===== src/rtl/exprom_loader_if.sv =====
// Byte-stream input and four-lane ROM write bus of the expansion-ROM loader.
interface exprom_loader_if;
  logic [7:0] s_data;
  logic       s_valid;
  logic       s_ready;
  logic [7:0] rom_dinp;
  logic [8:0] rom_address;
  logic [3:0] rom_wren;
  logic [3:0] rom_enable;

  // Loader side: consumes the stream, drives the bank write port.
  modport master (
    input  s_data, s_valid,
    output s_ready, rom_dinp, rom_address, rom_wren, rom_enable
  );

  // Environment side: produces the stream, observes the bank writes.
  modport slave (
    output s_data, s_valid,
    input  s_ready, rom_dinp, rom_address, rom_wren, rom_enable
  );
endinterface


===== src/rtl/exprom_loader.sv =====
// Expansion-ROM image loader: accepts a byte stream, checks the 55 AA <len>
// header and the mod-256 checksum, and writes byte k into byte lane k[1:0]
// at word address k[10:2] of four 512 x 8 banks.
module exprom_loader #(
  parameter int unsigned MAX_BLOCKS = 4
) (
  input  logic                  clk,
  input  logic                  rst_n,
  input  logic                  start,
  input  logic                  abort,
  exprom_loader_if.master       bus,
  output logic                  busy,
  output logic                  done,
  output logic [2:0]            err,
  output logic [11:0]           byte_cnt
);

  typedef enum logic [1:0] {IDLE, LOAD, DONE, ERR} state_e;

  localparam logic [7:0]  MAX_L   = 8'(MAX_BLOCKS);
  localparam logic [11:0] CNT_MAX = 12'd2048;

  state_e      state_q, state_d;
  logic [11:0] byte_cnt_q, byte_cnt_d;
  logic [7:0]  sum_q, sum_d;
  logic [7:0]  len_q, len_d;
  logic        done_q, done_d;
  logic [2:0]  err_q, err_d;
  logic [7:0]  dinp_q, dinp_d;
  logic [8:0]  addr_q, addr_d;
  logic [3:0]  wren_q, wren_d;

  // Next state, counters, header/checksum checks and the registered write port.
  always_comb begin
    state_d    = state_q;
    byte_cnt_d = byte_cnt_q;
    sum_d      = sum_q;
    len_d      = len_q;
    done_d     = done_q;
    err_d      = err_q;
    dinp_d     = dinp_q;
    addr_d     = addr_q;
    wren_d     = '0;
    case (state_q)
      IDLE, DONE, ERR: begin
        if (start && !abort) begin
          state_d    = LOAD;
          byte_cnt_d = '0;
          sum_d      = '0;
          len_d      = '0;
          err_d      = '0;
          done_d     = 1'b0;
        end
      end
      LOAD: begin
        if (abort) begin
          state_d = ERR;
        end else if (bus.s_valid) begin
          dinp_d     = bus.s_data;
          addr_d     = byte_cnt_q[10:2];
          wren_d     = 4'b0001 << byte_cnt_q[1:0];
          byte_cnt_d = (byte_cnt_q == CNT_MAX) ? byte_cnt_q : byte_cnt_q + 12'd1;
          sum_d      = sum_q + bus.s_data;
          if ((byte_cnt_q == 12'd0 && bus.s_data != 8'h55) ||
              (byte_cnt_q == 12'd1 && bus.s_data != 8'hAA)) begin
            err_d[0] = 1'b1;
            state_d  = ERR;
          end else if (byte_cnt_q == 12'd2) begin
            len_d = bus.s_data;
            if (bus.s_data == 8'h00 || bus.s_data > MAX_L) begin
              err_d[1] = 1'b1;
              state_d  = ERR;
            end
          end else if (byte_cnt_q > 12'd2 &&
                       {5'b0, byte_cnt_d} == {len_q, 9'b0}) begin
            if (sum_d == 8'h00) begin
              done_d  = 1'b1;
              state_d = DONE;
            end else begin
              err_d[2] = 1'b1;
              state_d  = ERR;
            end
          end
        end
      end
      default: state_d = IDLE;
    endcase
  end

  // State and datapath registers with synchronous active-low reset.
  always_ff @(posedge clk) begin
    if (!rst_n) begin
      state_q    <= IDLE;
      byte_cnt_q <= '0;
      sum_q      <= '0;
      len_q      <= '0;
      done_q     <= 1'b0;
      err_q      <= '0;
      dinp_q     <= '0;
      addr_q     <= '0;
      wren_q     <= '0;
    end else begin
      state_q    <= state_d;
      byte_cnt_q <= byte_cnt_d;
      sum_q      <= sum_d;
      len_q      <= len_d;
      done_q     <= done_d;
      err_q      <= err_d;
      dinp_q     <= dinp_d;
      addr_q     <= addr_d;
      wren_q     <= wren_d;
    end
  end

  // Ready drops with abort so a byte offered in the abort cycle is never taken.
  assign bus.s_ready     = (state_q == LOAD) && !abort;
  assign bus.rom_dinp    = dinp_q;
  assign bus.rom_address = addr_q;
  assign bus.rom_wren    = wren_q;
  assign bus.rom_enable  = wren_q;
  assign busy            = (state_q == LOAD);
  assign done            = done_q;
  assign err             = err_q;
  assign byte_cnt        = byte_cnt_q;

endmodule


===== src/flat_wrapper.sv =====
// flat-port wrapper written by rule: the top's interface ports become plain ports
module exprom_loader_flat 
#(
  parameter int unsigned MAX_BLOCKS = 4
)
  (clk, rst_n, start, abort, busy, done, err, byte_cnt, bus_s_data, bus_s_valid, bus_s_ready, bus_rom_dinp, bus_rom_address, bus_rom_wren, bus_rom_enable);
  exprom_loader_if bus_i ();
  input  logic clk;
  input  logic rst_n;
  input  logic start;
  input  logic abort;
  output logic busy;
  output logic done;
  output logic [2:0] err;
  output logic [11:0] byte_cnt;
  input wire logic [$bits(bus_i.s_data)-1:0] bus_s_data;
  input wire logic [$bits(bus_i.s_valid)-1:0] bus_s_valid;
  output wire logic [$bits(bus_i.s_ready)-1:0] bus_s_ready;
  output wire logic [$bits(bus_i.rom_dinp)-1:0] bus_rom_dinp;
  output wire logic [$bits(bus_i.rom_address)-1:0] bus_rom_address;
  output wire logic [$bits(bus_i.rom_wren)-1:0] bus_rom_wren;
  output wire logic [$bits(bus_i.rom_enable)-1:0] bus_rom_enable;
  assign bus_i.s_data = bus_s_data;
  assign bus_i.s_valid = bus_s_valid;
  assign bus_s_ready = bus_i.s_ready;
  assign bus_rom_dinp = bus_i.rom_dinp;
  assign bus_rom_address = bus_i.rom_address;
  assign bus_rom_wren = bus_i.rom_wren;
  assign bus_rom_enable = bus_i.rom_enable;
  exprom_loader #(.MAX_BLOCKS(MAX_BLOCKS)) u_core (.clk(clk), .rst_n(rst_n), .start(start), .abort(abort), .bus(bus_i), .busy(busy), .done(done), .err(err), .byte_cnt(byte_cnt));
endmodule

===== config.mk =====
export PLATFORM = sky130hd
export DESIGN_NAME = exprom_loader_flat
export DESIGN_NICKNAME = d
export VERILOG_FILES = /design/src/rtl/exprom_loader_if.sv /design/src/rtl/exprom_loader.sv /design/src/flat_wrapper.sv
export SDC_FILE = /design/constraint.sdc
export NUM_CORES = 1
export LEC_CHECK = 0
export ABC_AREA = 0
export CORE_UTILIZATION = 47
export DETAILED_ROUTE_END_ITERATION = 6
export GPL_TIMING_DRIVEN = 1
export PLACE_DENSITY = 0.76
export SETUP_SLACK_MARGIN = 0.1
export SLEW_MARGIN = 5
export SYNTH_ARGS = -nofsm -noshare
export SYNTH_HDL_FRONTEND = slang
export SYNTH_SLANG_ARGS = --single-unit

===== constraint.sdc =====
create_clock -name clk -period 2.5 [get_ports clk]
set_clock_uncertainty 0.15 [all_clocks]
set_input_delay 0.5 -clock clk [delete_from_list [all_inputs] [get_ports clk]]
set_output_delay 0.5 -clock clk [all_outputs]
set_load 0.005 [all_outputs]

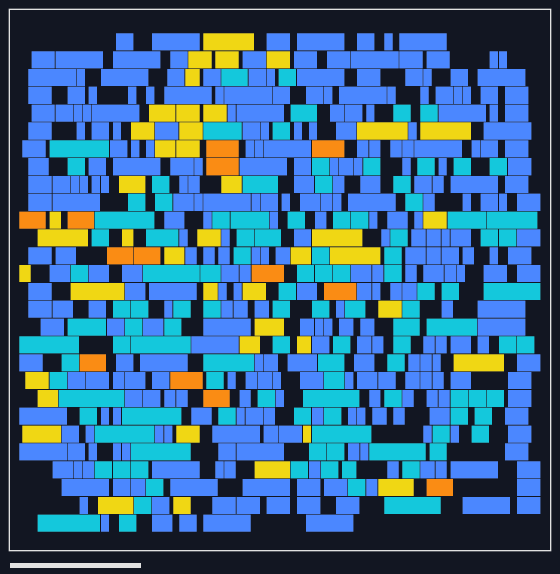
**Above:** run 1 (cells by drive strength).
Scale bar: 20 µm.
[drive 1 or less] blue | cells: 326 | share: 66%
[drive 2] yellow | cells: 43 | share: 8.7%
[drive 3 to 4] cyan | cells: 114 | share: 23%
[drive 6 and up] orange | cells: 13 | share: 2.6%
Area Growth Syn to Fin: 53.32%
final worst setup slack: -71.98 ps
Non-CTS buffers: 141
design area: 4656 µm²

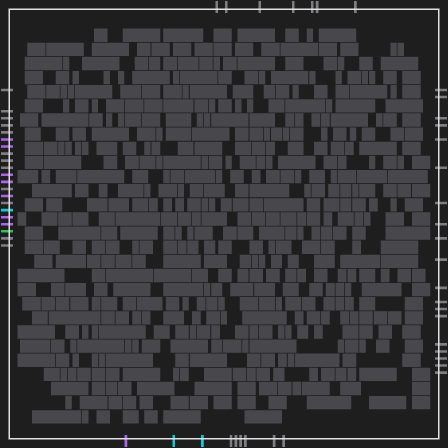
**Above:** run 1 (I/O pins on the die edge).
Pins as bars across the die edge, other pins in gray.
[err] cyan | pins: 3 | direction: output | edge: 2 bottom, 1 left
[abort] green | pins: 1 | direction: input | edge: left
[bus_s_data] purple | pins: 8 | direction: input | edge: 7 left, 1 bottom
all pins by edge: 21 left, 19 right, 9 bottom, 7 top
port bufs: 55
die width: 82.38 µm
Die Span Y: 82.38 µm

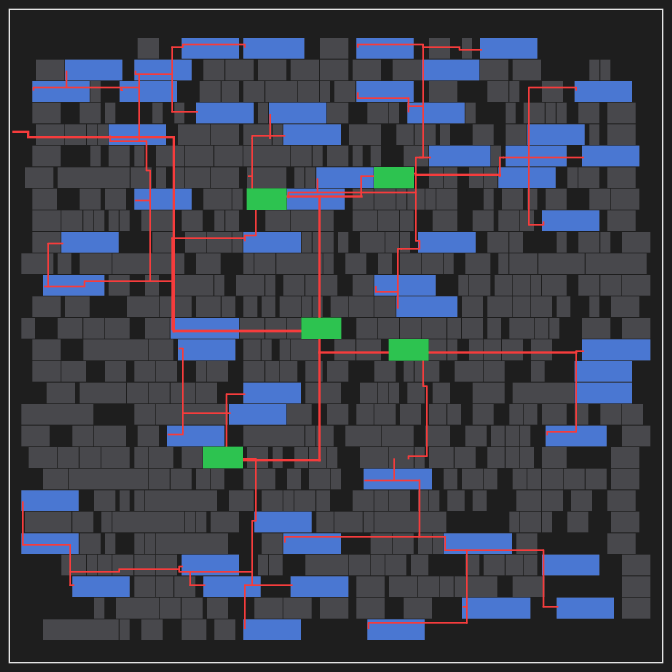
**Above:** run 1 (clock distribution).
[flip-flops] blue | count: 55
[cells driving clock nets] green | count: 5
[clock wires] red | length: 673 µm
routed clock nets: 6
flops lie: all over the die

==> reports/metrics.cfg, run 1 <==
[status]
outcome = finished, violations left
violations = setup timing

[routing]
ant_nets = 0
wl_met1_um = 3859
drtPass1Iterations = 6
highest_layer = met4

[critical_path]
critPathMaxFanout = 2
startpoint = u_core.len_q[4]
cp.arrival_ps = 2680
crit_type = flop to flop
cp-endpoint = u_core.done

[yosys]
ys_warn_count = 0
ys_types = 64
ys_cells = 368
numSynthFlops = 55
syn_avg_cell_area_um2 = 8.252
syn_area_um2 = 3037
ys_seq_share_pct = 36.26
async_reset_ff_share_pct = 0

[power]
power_leader = sequential cells
intPower_w = 0.001241
clk-power_w = 0.000542
power_frac_seq_pct = 52.3

[global_route]
grt_use_met1_pct = 33.11

[hold_path]
worstHoldPathType = flop to flop
hold_path_end = u_core.state_q[1]
hold_depth = 2

[clock_tree]
clkLatencyLatePin_ps = 320
clk_pin_slew_worst_paths_ps = 110
cts_tree = yes
cts_buffer_depth = 2
cts_root_buf = clkbuf_8

[floorplan]
row_count = 28
core_um2 = 6061
ioPinCount = 56
initCoreUtil_pct = 50.10

[timing]
report.final.setup_viol = 3
min_period_ps = 2572
finalWorstSetupSlack_ps = -71.98

[final_layout]
final-comb-area_um2 = 2072
mostFrequentLayoutCells = 80 x buf_4, 59 x nand2_1, 47 x clkdlybuf4s50_1
diodes = 0
lay_top_count = buf_4
clk_share_pct = 2.123

[placed_design]
gp_congestion = 0.9178
hpwl_um = 6860

[job]
cap_violations = 0

**Run 1: met4 routing**

Scale bar: 20 µm.
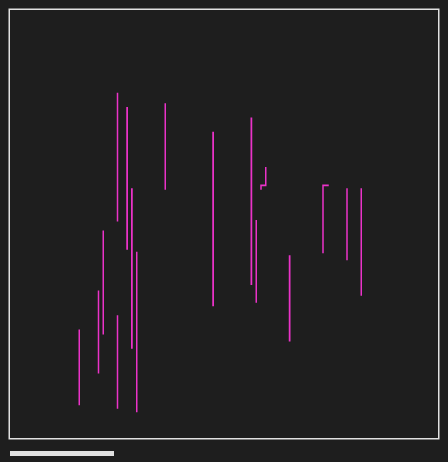

==> run 1 -> run 2 <==
--- a/config.mk
+++ b/config.mk
@@ -6,6 +6,7 @@
 export NUM_CORES = 1
 export LEC_CHECK = 0
 export ABC_AREA = 0
+export CORE_ASPECT_RATIO = 0.7
 export CORE_UTILIZATION = 47
 export DETAILED_ROUTE_END_ITERATION = 6
 export GPL_TIMING_DRIVEN = 1
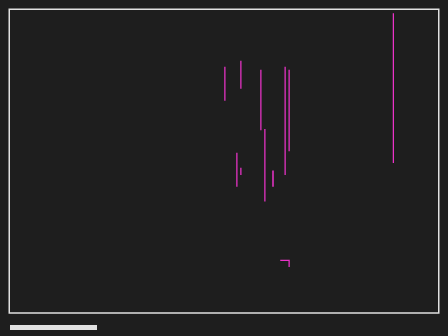
**Above:** run 2 (met4 routing).
Scale bar: 20 µm.
wire length on this layer: 136 µm
share of all routed wire: 1.4%
nets with wire on the layer: 11
main direction: vertical

==> run 2 against run 1 <==
- the run ends with DRC, setup timing left
- routed wire length up 0.17%
- hold slack better by 7.0 ps
- global-route usage down 1.4 points
==> reports/metrics.cfg, run 2 <==
[floorplan]
row_count = 24  ; -14%
ioPinCount = 56  ; unchanged
core_um2 = 6246  ; +3.1%

[critical_path]
crit_type = flop to flop
cp.arrival_ps = 2710  ; +30 ps
startpoint = u_core.len_q[4]

[final_layout]
lay_top_count = buf_4
clk_share_pct = 2.267  ; +0.14 points
final-comb-area_um2 = 2001  ; -3.4%

[power]
power_frac_seq_pct = 51.9  ; -0.4 points
intPower_w = 0.001251  ; +0.80%

[placed_design]
portBuffers = 55  ; unchanged

[yosys]
syn_area_um2 = 3037  ; unchanged
async_reset_ff_share_pct = 0  ; unchanged
ys_cells = 368  ; unchanged
ys_warn_count = 0  ; unchanged
syn_avg_cell_area_um2 = 8.252  ; unchanged
ys_types = 64  ; unchanged

[routing]
drtPass1Iterations = 7  ; +1
drcViolationCount = 7

[timing]
finalWorstSetupSlack_ps = -96.74  ; -24.76 ps
report.final.setup_viol = 3  ; unchanged

[status]
outcome = finished, violations left
violations = DRC, setup timing

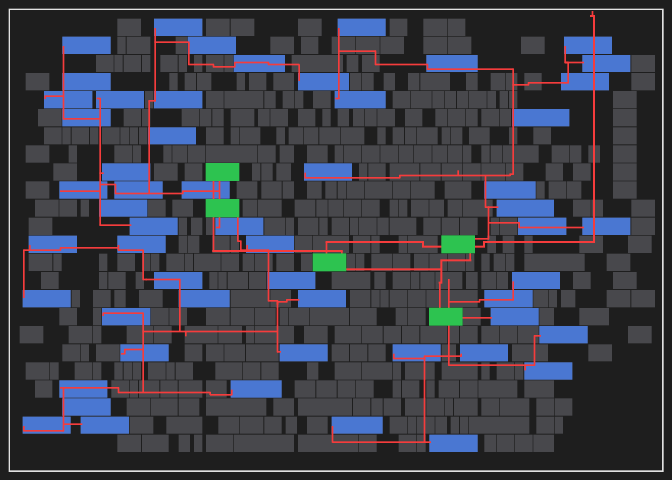
**Above:** run 2 (clock distribution).
[flip-flops] blue | count: 55
[cells driving clock nets] green | count: 5
[clock wires] red | length: 679 µm
routed clock nets: 6
flops lie: all over the die
clock group total power: 0.000557 W
Worst-Skew Late Latency: 320 ps
clock share of power: 32.2%

**Run 2: cells by drive strength**

Scale bar: 20 µm.
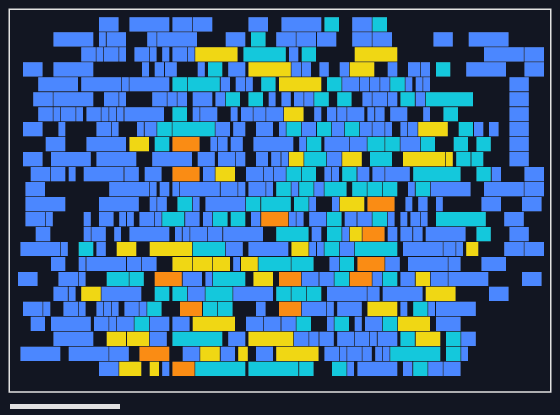

==> run 2 -> run 3 <==
--- a/config.mk
+++ b/config.mk
@@ -7,10 +7,10 @@
 export LEC_CHECK = 0
 export ABC_AREA = 0
 export CORE_ASPECT_RATIO = 0.7
-export CORE_UTILIZATION = 47
+export CORE_MARGIN = 2
+export CORE_UTILIZATION = 35
 export DETAILED_ROUTE_END_ITERATION = 6
 export GPL_TIMING_DRIVEN = 1
-export PLACE_DENSITY = 0.76
 export SETUP_SLACK_MARGIN = 0.1
 export SLEW_MARGIN = 5
 export SYNTH_ARGS = -nofsm -noshare
==> constraint.sdc (replaced) <==
create_clock -name clk -period 2.7 [get_ports clk]
set_clock_uncertainty 0.15 [all_clocks]
set_input_delay 0.54 -clock clk [delete_from_list [all_inputs] [get_ports clk]]
set_output_delay 0.54 -clock clk [all_outputs]
set_load 0.005 [all_outputs]
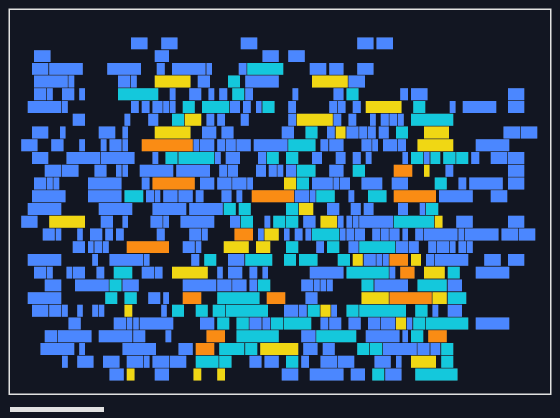
**Above:** run 3 (cells by drive strength).
Scale bar: 20 µm.
[drive 2] yellow | cells: 32 | share: 6.8%
[drive 1 or less] blue | cells: 339 | share: 72%
[drive 3 to 4] cyan | cells: 85 | share: 18%
[drive 6 and up] orange | cells: 15 | share: 3.2%
final worst setup slack: 109.2 ps
design area: 4517 µm²

==> run 3 against run 2 <==
- the flow now finishes without violations
- maximum frequency grew 0.23%
- flip-flop count unchanged
- final area is 0.19% lower
- highest routed layer unchanged
- die area increased by 39%
- non-clock buffer count fell by 16
- final cell count is 4.4% higher
- sequential share of layout area grew 0.13 points
- combinational power shrank 11%
- largest power group unchanged
- count of clock-buffer cells in the layout down 1
==> reports/metrics.cfg, run 3 <==
[yosys]
syn_avg_cell_area_um2 = 8.252  ; unchanged
syn_area_um2 = 3037  ; unchanged
ys_warn_count = 0  ; unchanged
ys_types = 64  ; unchanged
ys_cells = 368  ; unchanged
async_reset_ff_share_pct = 0  ; unchanged

[floorplan]
ioPinCount = 56  ; unchanged
n_tap_cell = 120
core_um2 = 8443  ; +35%
row_count = 28  ; +17%

[critical_path]
cp.arrival_ps = 2680  ; -30 ps
crit_type = flop to flop
r2r-end = u_core.done
crit_slowest_cell = or4_4
critPathCaptureType = flop

[status]
outcome = completed

[power]
power_frac_seq_pct = 44.9  ; -7.0 points
power_frac_clock_pct = 41.9  ; +9.7 points
clk-power_w = 0.000774  ; +39%
p_sw_share_pct = 24.95

[placed_design]
portBuffers = 55  ; unchanged

[routing]
drcViolationCount = 0  ; -7
drtPass1Iterations = 5  ; -2

[final_layout]
clk_share_pct = 3.878  ; +1.6 points
lay_top_count = nand2_1

[timing]
drv_slew = 0

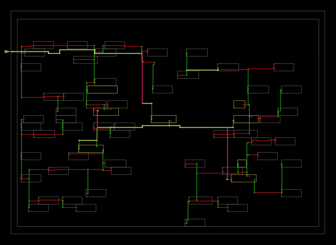
**Above:** run 3 (the clock network).
Worst-Skew Late Latency: 300 ps
Clock Buffer Count: 5

Power and IR drop assume default switching activity.
